==> config.mk <==
export PLATFORM = sky130hd
export DESIGN_NAME = adc_spi_responder
export DESIGN_NICKNAME = d
export VERILOG_FILES = /design/src/rtl/adc_spi_responder.sv
export SDC_FILE = /design/constraint.sdc
export NUM_CORES = 1
export LEC_CHECK = 0
export ABC_AREA = 1
export CAP_MARGIN = 10
export CORE_MARGIN = 1
export CORE_UTILIZATION = 45
export CTS_BUF_LIST = sky130_fd_sc_hd__clkbuf_4 sky130_fd_sc_hd__clkbuf_8
export DETAILED_ROUTE_END_ITERATION = 8
export MAX_ROUTING_LAYER = met4
export PLACE_DENSITY = 0.86
export SETUP_SLACK_MARGIN = 0.1
export SYNTH_ARGS = -nofsm -noshare
export SYNTH_HDL_FRONTEND = slang
export SYNTH_SLANG_ARGS = --single-unit
==> constraint.sdc <==
create_clock -name clk -period 4.9 [get_ports clk]
set_clock_uncertainty 0.05 [all_clocks]
set_input_delay 0.735 -clock clk [delete_from_list [all_inputs] [get_ports clk]]
set_output_delay 0.735 -clock clk [all_outputs]
set_load 0.01 [all_outputs]
Metal 1:
Scale bar: 20 um. Supply wires on this layer in gray.
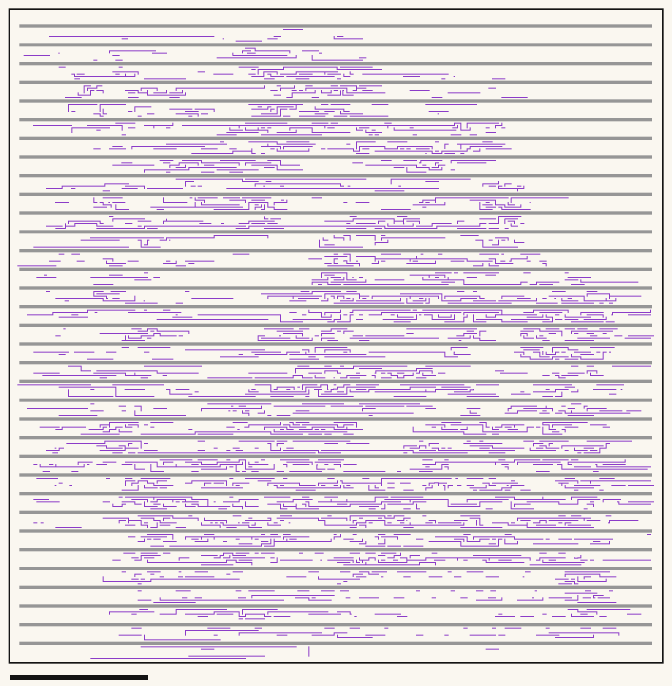
longest straight run	39.6 um
wire length on this layer	4780 um
final routed wirelength across all metal layers: 11300 um
GR Util met1: 0.319
routed vias: 4580

Met2 routing:
Cells faint in the background.
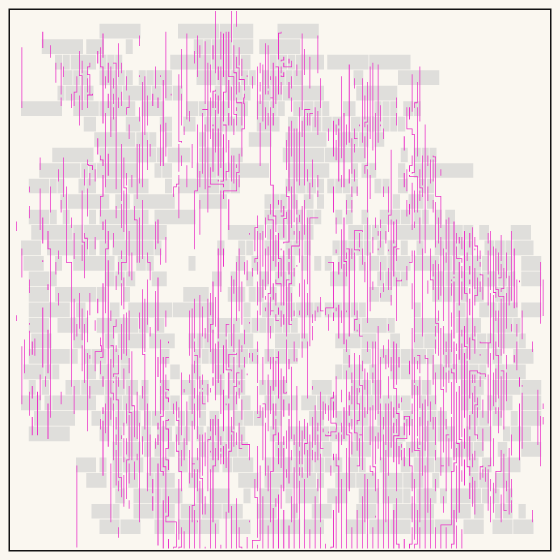
main direction	vertical
nets with wire on the layer	685
share of all routed wire	50%
wire length on this layer	5610 um
longest straight run	32.6 um
met2 layer usage reported by global route: 0.465

M3 wires:
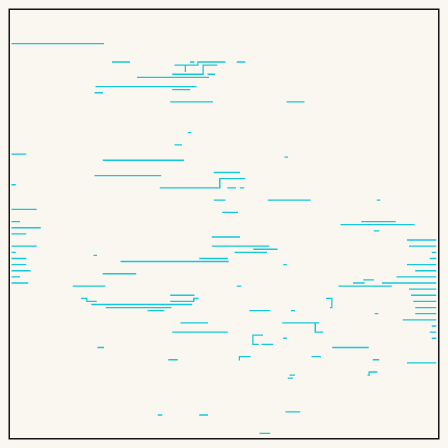
main direction	horizontal
nets with wire on the layer	79
share of all routed wire	4.9%
met3 routing resource usage after global routing: 0.0330

Metal 4:
Scale bar: 20 um. Supply wires on this layer in gray.
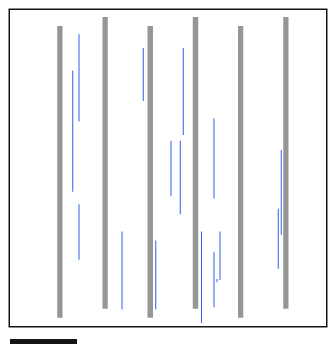
nets with wire on the layer	14
wire length on this layer	326 um
longest straight run	36.0 um

==> impl_metrics.xml <==
<?xml version="1.0" encoding="UTF-8"?>
<metrics>
  <group name="yosys">
    <metric name="post-synth-top-area-fraction" unit="">0.217</metric>
    <metric name="synth-cells-yosys" unit="">659</metric>
    <metric name="yosys_top_cell_by_instances" unit="">sky130_fd_sc_hd__nand2_1</metric>
    <metric name="postSynth.asyncResetShare" unit="">0</metric>
    <metric name="syn-cell-area" unit="mm2">0.00388</metric>
    <metric name="yosys.stat.chipArea" unit="mm2">0.00388</metric>
    <metric name="synth-edff-count" unit="">0</metric>
  </group>
  <group name="worst_hold_path">
    <metric name="min_delay_path_depth" unit="">2</metric>
  </group>
  <group name="drt">
    <metric name="dr.first_iter.drc_count" unit="">367</metric>
    <metric name="first_pass_iters" unit="">6</metric>
  </group>
  <group name="global_route">
    <metric name="antenna_found_initial" unit="">0</metric>
    <metric name="grt_usage" unit="">0.272</metric>
  </group>
  <group name="layout">
    <metric name="layout_top_cell" unit="">sky130_fd_sc_hd__nand2_1</metric>
    <metric name="fin_cells" unit="">827</metric>
    <metric name="layout.cells.most_common_list" unit="">sky130_fd_sc_hd__nand2_1 (123), sky130_fd_sc_hd__clkdlybuf4s50_1 (92), sky130_fd_sc_hd__o21ai_0 (87)</metric>
    <metric name="layout.filler_cells" unit="">817</metric>
    <metric name="largest_register_ffs" unit="">10</metric>
  </group>
  <group name="worst_setup_path">
    <metric name="r2r_slack" unit="ns">1.04</metric>
    <metric name="worstSetupPathDepth" unit="">19</metric>
    <metric name="reg2reg_depth" unit="">19</metric>
    <metric name="timing_worst_setup_path_type" unit="">flop to flop</metric>
    <metric name="crit_buf_inv" unit="">2</metric>
  </group>
  <group name="floorplanning">
    <metric name="rows" unit="">33</metric>
    <metric name="initCoreUtil" unit="">0.470</metric>
    <metric name="coreArea" unit="mm2">0.00826</metric>
  </group>
  <group name="power">
    <metric name="cellInternalPower" unit="mW">0.602</metric>
    <metric name="power_switching_share" unit="">0.334</metric>
    <metric name="power_frac_comb" unit="">0.345</metric>
    <metric name="clockPowerShare" unit="">0.252</metric>
  </group>
  <group name="clocking">
    <metric name="ctsResizeCount" unit="">0</metric>
    <metric name="clk_pin_slew" unit="ns">0.08</metric>
    <metric name="cts_tree" unit="">built</metric>
    <metric name="ctsHoldBuffers" unit="">0</metric>
  </group>
  <group name="final_timing">
    <metric name="max-slew-margin-rel" unit="">0.300</metric>
    <metric name="fmaxAchievable" unit="GHz">0.259</metric>
    <metric name="finalSetupViolations" unit="">0</metric>
    <metric name="slew_viol_final" unit="">0</metric>
  </group>
  <group name="status">
    <metric name="status" unit="">completed</metric>
  </group>
  <group name="place">
    <metric name="detailedPlacementHpwl" unit="um">8670</metric>
    <metric name="place_congestion" unit="">0.929</metric>
    <metric name="dp_cells" unit="">819</metric>
  </group>
  <group name="flow_run">
    <metric name="drv_cap" unit="">0</metric>
  </group>
</metrics>
-- final cells by class --
type,count,area [um2],area share
Multi-Input combinational cell,491,2500,0.518
Timing Repair Buffer,94,936,0.194
Sequential cell,42,843,0.175
Inverter,87,329,0.0681
Tap cell,105,131,0.0272
Clock buffer,6,76.3,0.0158
Clock inverter,2,13.8,0.00285
-- metrics by stage --
step | instance area, um2 | power (mW)
6_report | 4830 | 0.905
5_1_grt | 4830 | 0.971
4_1_cts | 4830 | 0.910
3_5_place_dp | 4740 | 0.680
3_3_place_gp | 4740 | 0.675
2_1_floorplan | 3880 | 0.568
-- kinds of logic after synthesis --
kind of cell,synth area share
fa+ha+maj,0.0439
flops,0.217
xor+xnor,0.0136
simple gates,0.307
compound gates,0.281
buf+inv,0.138
-- layer usage --
metal | up-vias | global-route usage | wire [um] | share of wire
met3 | 33 | 0.0330 | 555 | 0.049
met5 | - | - | 0 | 0
li1 | 2306 | - | - | -
met2 | 150 | 0.465 | 5610 | 0.50
met4 | 0 | 0.119 | 326 | 0.029
met1 | 2091 | 0.319 | 4780 | 0.42
-- power by group through the flow --
| stage | Clock [mW] | Combinational [mW] | Sequential, mW |
|---|---|---|---|
| 2_1_floorplan | 0 | 0.202 | 0.366 |
| 4_1_cts | 0.237 | 0.309 | 0.364 |
| 5_1_grt | 0.255 | 0.350 | 0.367 |
| 3_5_place_dp | 0 | 0.307 | 0.373 |
| 6_report | 0.228 | 0.312 | 0.365 |
| 3_3_place_gp | 0 | 0.303 | 0.372 |
No activity file was given, so power comes from the tool's default toggle rates.
